<file path="config.mk">
export PLATFORM = sky130hd
export DESIGN_NAME = fp_unit_arbiter
export DESIGN_NICKNAME = d
export VERILOG_FILES = /design/src/rtl/fp_arb_pkg.sv /design/src/rtl/fp_tag_delay.sv /design/src/rtl/fp_unit_arbiter.sv
export SDC_FILE = /design/constraint.sdc
export NUM_CORES = 1
export LEC_CHECK = 0
export CORE_MARGIN = 8
export CORE_UTILIZATION = 40
export DETAILED_ROUTE_END_ITERATION = 8
export GPL_ROUTABILITY_DRIVEN = 0
export PLACE_DENSITY_LB_ADDON = 0.08
export SETUP_SLACK_MARGIN = 0.3
export SLEW_MARGIN = 20
export SYNTH_ARGS = -nofsm -noshare
export SYNTH_HDL_FRONTEND = slang
export SYNTH_SLANG_ARGS = --single-unit
</file>
<file path="constraint.sdc">
create_clock -name clock -period 6.6 [get_ports clock]
set_input_delay 1.32 -clock clock [delete_from_list [all_inputs] [get_ports clock]]
set_output_delay 1.32 -clock clock [all_outputs]
set_load 0.05 [all_outputs]
</file>
<file path="src/rtl/fp_arb_pkg.sv">
// Shared types and helpers for the FP unit arbiter: tag format, tag width, one-hot encode.
package fp_arb_pkg;

    localparam int unsigned MAX_NREQ = 256;
    localparam int unsigned MAX_TAGW = 8;

    // Index field is sized for the largest supported NREQ; unused upper bits stay zero.
    typedef struct packed {
        logic                valid;
        logic [MAX_TAGW-1:0] idx;
    } tag_t;

    function automatic int unsigned calc_tagw(input int unsigned n);
        int unsigned w;
        w = 1;
        while ((1 << w) < n) w++;
        return w;
    endfunction

    function automatic logic [MAX_TAGW-1:0] onehot_to_idx(input logic [MAX_NREQ-1:0] onehot);
        logic [MAX_TAGW-1:0] idx;
        idx = '0;
        for (int i = 0; i < int'(MAX_NREQ); i++) begin
            if (onehot[i]) idx = idx | MAX_TAGW'(i);
        end
        return idx;
    endfunction

endpackage

</file>
<file path="src/rtl/fp_tag_delay.sv">
// Depth-D shift register of requester tags matching the shared FP unit latency.
module fp_tag_delay
    import fp_arb_pkg::*;
#(
    parameter int unsigned D = 1
) (
    input  logic clock,
    input  logic clock_sreset,
    input  tag_t tag_in,
    output tag_t tag_out
);

    logic [D-1:0]        valid_q;
    logic [MAX_TAGW-1:0] idx_q [D];

    always_ff @(posedge clock) begin
        if (clock_sreset) begin
            valid_q <= '0;
        end else begin
            valid_q[0] <= tag_in.valid;
            for (int i = 1; i < int'(D); i++) valid_q[i] <= valid_q[i-1];
        end
    end

    // Index bits have no reset; they only matter alongside a set valid bit.
    always_ff @(posedge clock) begin
        idx_q[0] <= tag_in.idx;
        for (int i = 1; i < int'(D); i++) idx_q[i] <= idx_q[i-1];
    end

    always_comb begin
        tag_out.valid = valid_q[D-1];
        tag_out.idx   = idx_q[D-1];
    end

endmodule

</file>
<file path="src/rtl/fp_unit_arbiter.sv">
// Shares one fixed-latency FP unit among NREQ requesters and routes results back by tag.
// Define FP_ARB_RR_EN for round-robin arbitration; otherwise fixed priority, lowest index wins.
module fp_unit_arbiter
    import fp_arb_pkg::*;
#(
    parameter int unsigned EXP     = 8,
    parameter int unsigned MANT    = 9,
    parameter int unsigned WIDTH   = 1 + EXP + MANT,
    parameter int unsigned NREQ    = 4,
    parameter int unsigned LCYCLES = 2
) (
    input  logic                          clock,
    input  logic                          clock_sreset,
    input  logic [NREQ-1:0]               req_valid,
    input  logic [NREQ-1:0][WIDTH-1:0]    req_dataa,
    input  logic [NREQ-1:0][WIDTH-1:0]    req_datab,
    output logic [NREQ-1:0]               req_ready,
    output logic                          fu_valid,
    output logic [WIDTH-1:0]              fu_dataa,
    output logic [WIDTH-1:0]              fu_datab,
    input  logic                          fu_result_valid,
    input  logic [WIDTH-1:0]              fu_result,
    output logic [NREQ-1:0]               rsp_valid,
    output logic [WIDTH-1:0]              rsp_result,
    output logic [$clog2(LCYCLES+3)-1:0]  inflight,
    output logic                          err
);

    localparam int unsigned TAGW = calc_tagw(NREQ);
    localparam int unsigned IFW  = $clog2(LCYCLES + 3);

    logic [NREQ-1:0]  grant;
    logic             grant_any;
    logic [TAGW-1:0]  grant_idx;

    logic             fu_valid_q;
    logic [WIDTH-1:0] fu_dataa_q, fu_dataa_d;
    logic [WIDTH-1:0] fu_datab_q, fu_datab_d;
    logic [IFW-1:0]   inflight_q, inflight_d;
    logic             err_q, err_d;

    tag_t             tag_in;
    tag_t             tag_out;
    logic             rsp_fire;

`ifdef FP_ARB_RR_EN
    logic [TAGW-1:0] ptr_q, ptr_d;

    // Two passes: indices above the pointer first, then wrap to 0..pointer.
    always_comb begin
        logic found;
        grant = '0;
        found = 1'b0;
        for (int i = 0; i < int'(NREQ); i++) begin
            if (!found && req_valid[i] && (i > int'(ptr_q))) begin
                grant[i] = 1'b1;
                found    = 1'b1;
            end
        end
        for (int i = 0; i < int'(NREQ); i++) begin
            if (!found && req_valid[i] && (i <= int'(ptr_q))) begin
                grant[i] = 1'b1;
                found    = 1'b1;
            end
        end
    end

    assign ptr_d = grant_any ? grant_idx : ptr_q;

    always_ff @(posedge clock) begin
        if (clock_sreset) begin
            ptr_q <= TAGW'(NREQ - 1);
        end else begin
            ptr_q <= ptr_d;
        end
    end
`else
    always_comb begin
        logic found;
        grant = '0;
        found = 1'b0;
        for (int i = 0; i < int'(NREQ); i++) begin
            if (!found && req_valid[i]) begin
                grant[i] = 1'b1;
                found    = 1'b1;
            end
        end
    end
`endif

    assign grant_any = |grant;
    assign grant_idx = TAGW'(onehot_to_idx(MAX_NREQ'(grant)));
    assign req_ready = grant;

    always_comb begin
        fu_dataa_d = fu_dataa_q;
        fu_datab_d = fu_datab_q;
        for (int i = 0; i < int'(NREQ); i++) begin
            if (grant[i]) begin
                fu_dataa_d = req_dataa[i];
                fu_datab_d = req_datab[i];
            end
        end
    end

    always_comb begin
        tag_in.valid = grant_any;
        tag_in.idx   = MAX_TAGW'(grant_idx);
    end

    fp_tag_delay #(
        .D (LCYCLES + 1)
    ) u_tag_delay (
        .clock        (clock),
        .clock_sreset (clock_sreset),
        .tag_in       (tag_in),
        .tag_out      (tag_out)
    );

    // A strobe/tag disagreement delivers nothing and is latched in err.
    assign rsp_fire   = fu_result_valid & tag_out.valid;
    assign rsp_valid  = rsp_fire ? (NREQ'(1) << tag_out.idx) : '0;
    assign rsp_result = fu_result;
    assign err_d      = err_q | (fu_result_valid != tag_out.valid);

    always_comb begin
        inflight_d = inflight_q;
        case ({grant_any, rsp_fire})
            2'b10:   inflight_d = inflight_q + IFW'(1);
            2'b01:   inflight_d = inflight_q - IFW'(1);
            default: inflight_d = inflight_q;
        endcase
    end

    always_ff @(posedge clock) begin
        if (clock_sreset) begin
            fu_valid_q <= 1'b0;
            fu_dataa_q <= '0;
            fu_datab_q <= '0;
            inflight_q <= '0;
            err_q      <= 1'b0;
        end else begin
            fu_valid_q <= grant_any;
            fu_dataa_q <= fu_dataa_d;
            fu_datab_q <= fu_datab_d;
            inflight_q <= inflight_d;
            err_q      <= err_d;
        end
    end

    assign fu_valid = fu_valid_q;
    assign fu_dataa = fu_dataa_q;
    assign fu_datab = fu_datab_q;
    assign inflight = inflight_q;
    assign err      = err_q;

endmodule

</file>
### Placement by cell class

Bar = 20 um.
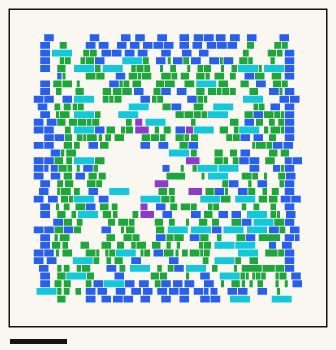
- remaining buffers and delay cells: blue (cells 205; share of their area 38%)
- clock drivers and dummy loads: purple (cells 8; share of their area 1.7%)
- combinational and other logic: green (cells 323; share of their area 42%)
- sequential cells: cyan (cells 49; share of their area 18%)
Design Area, Final: 5500 um2
Seq/total area: 0.178

### Routing congestion

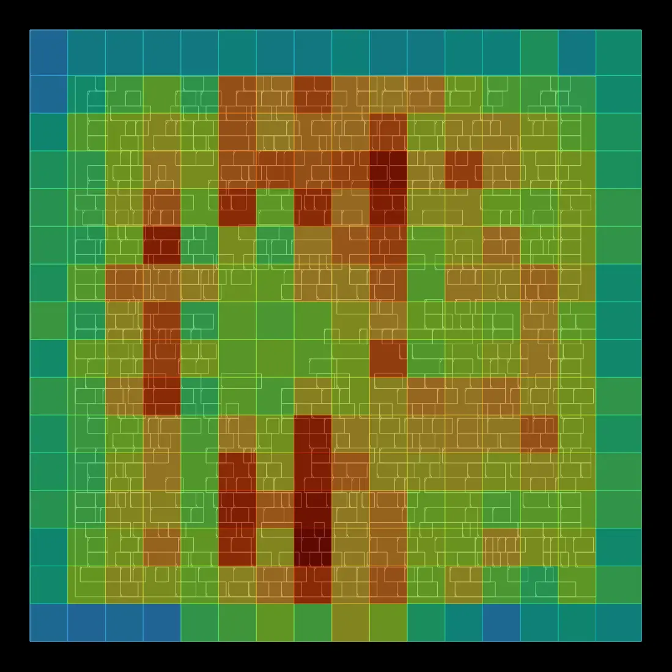
total track usage: 0.209
final core occ: 0.607
DR WL/cell: 20.4 um
GR peak layer: met2
met3 Usage GRT: 0.0720

==> results.yml <==
# yosys + openroad results
critical_path:
  cp_common_cell: "clkdlybuf4s50_1"
routing:
  drt_wl_total_um: 14200
  drt_iter0_drc: 237
  routed_via_density: 5.93
  wl_met2_um: 6840
placement:
  dp_hpwl_um: 9390
  place_area_um2: 5410
  io_buffers: 199
pwr:
  p_clk_frac: 0.208
  combPwrFrac: 0.412
  internal_power_w: 0.000567
outcome:
  status: "complete, no violations"
cts:
  htreeDepth: 2
  clock_sinks: 49
  tritoncts: "done"
synthesis:
  yosys_area_um2: 3670
  syn_avg_cell_area_um2: 8.22
  top_cells_by_count: "nor2b_1, dfxtp_1, a21oi_1"
  ys_cells: 447
  edf_count: 0
  most_common_cell: "nor2b_1"
  ys_seq_elements: 49
floorplan:
  fp_util: 0.405
final_timing:
  finalHoldViolCount: 0
  finalCritPeriodShare: 0.796
finish:
  syn_to_final_growth_pct: 49.7
  lay_top_count: "clkdlybuf4s50_1"
  layout.nets: 756
grt:
  grt_pass1_wl_um: 21800
run:
  warnings: 26
worst paths after layout:
kind	from	endpoint	slack [ps]	cells after the start
max	req_valid[3]	req_ready[3]	1350	5
min	u_tag_delay.idx_q[0][1]$_SDFF_PP1_	u_tag_delay.idx_q[0][9]$_DFF_P_	330	0
max reg2reg	u_tag_delay.valid_q[2]$_SDFF_PP0_	inflight[2]$_SDFFE_PP0P_	4710	7
min reg2reg	u_tag_delay.idx_q[0][1]$_SDFF_PP1_	u_tag_delay.idx_q[0][9]$_DFF_P_	330	0
through the flow:
step / hold WS, ps / setup slack (ps) / instances
6_report: 330 / 1350 / 696
5_1_grt: 336 / 1160 / 696
4_1_cts: 332 / 1350 / 696
3_5_place_dp: 312 / 1350 / 688
3_3_place_gp: 310 / 1390 / 688
2_1_floorplan: 310 / 2450 / 447
final cells by class:
| class | instances | area (um2) |
|---|---|---|
| clock inverter | 3 | 22.5 |
| sequential | 49 | 981 |
| clock buffer | 5 | 68.8 |
| fill | 856 | 3570 |
| timing repair buffer | 205 | 2020 |
| inverter | 4 | 15.0 |
| multi-input combinational | 319 | 2260 |
| tap | 111 | 139 |
cells by family after synthesis:
group	share of synthesized area
XOR/XNOR	0.00477
AND-OR/OR-AND	0.403
buffers and inverters	0.119
adder cells (fa/ha/maj)	0.0123
flip-flops	0.267
AND/OR/NAND/NOR	0.193
flip-flops by register name (all words and copies together) (netlist names):
register and count:
err 1, fu_dataa 18, fu_datab 18, inflight 3, u_tag_delay.idx_q 6, u_tag_delay.valid_q 3
power by group through the flow:
stage	combinational (W)	clock (W)	sequential, W
2_1_floorplan	0.000160	0	0.000410
3_3_place_gp	0.000357	0	0.000338
3_5_place_dp	0.000360	0	0.000338
4_1_cts	0.000362	0.000188	0.000332
5_1_grt	0.000382	0.000200	0.000335
6_report	0.000361	0.000182	0.000332
Power figures rest on the tool's default switching activity, not on a simulated workload.
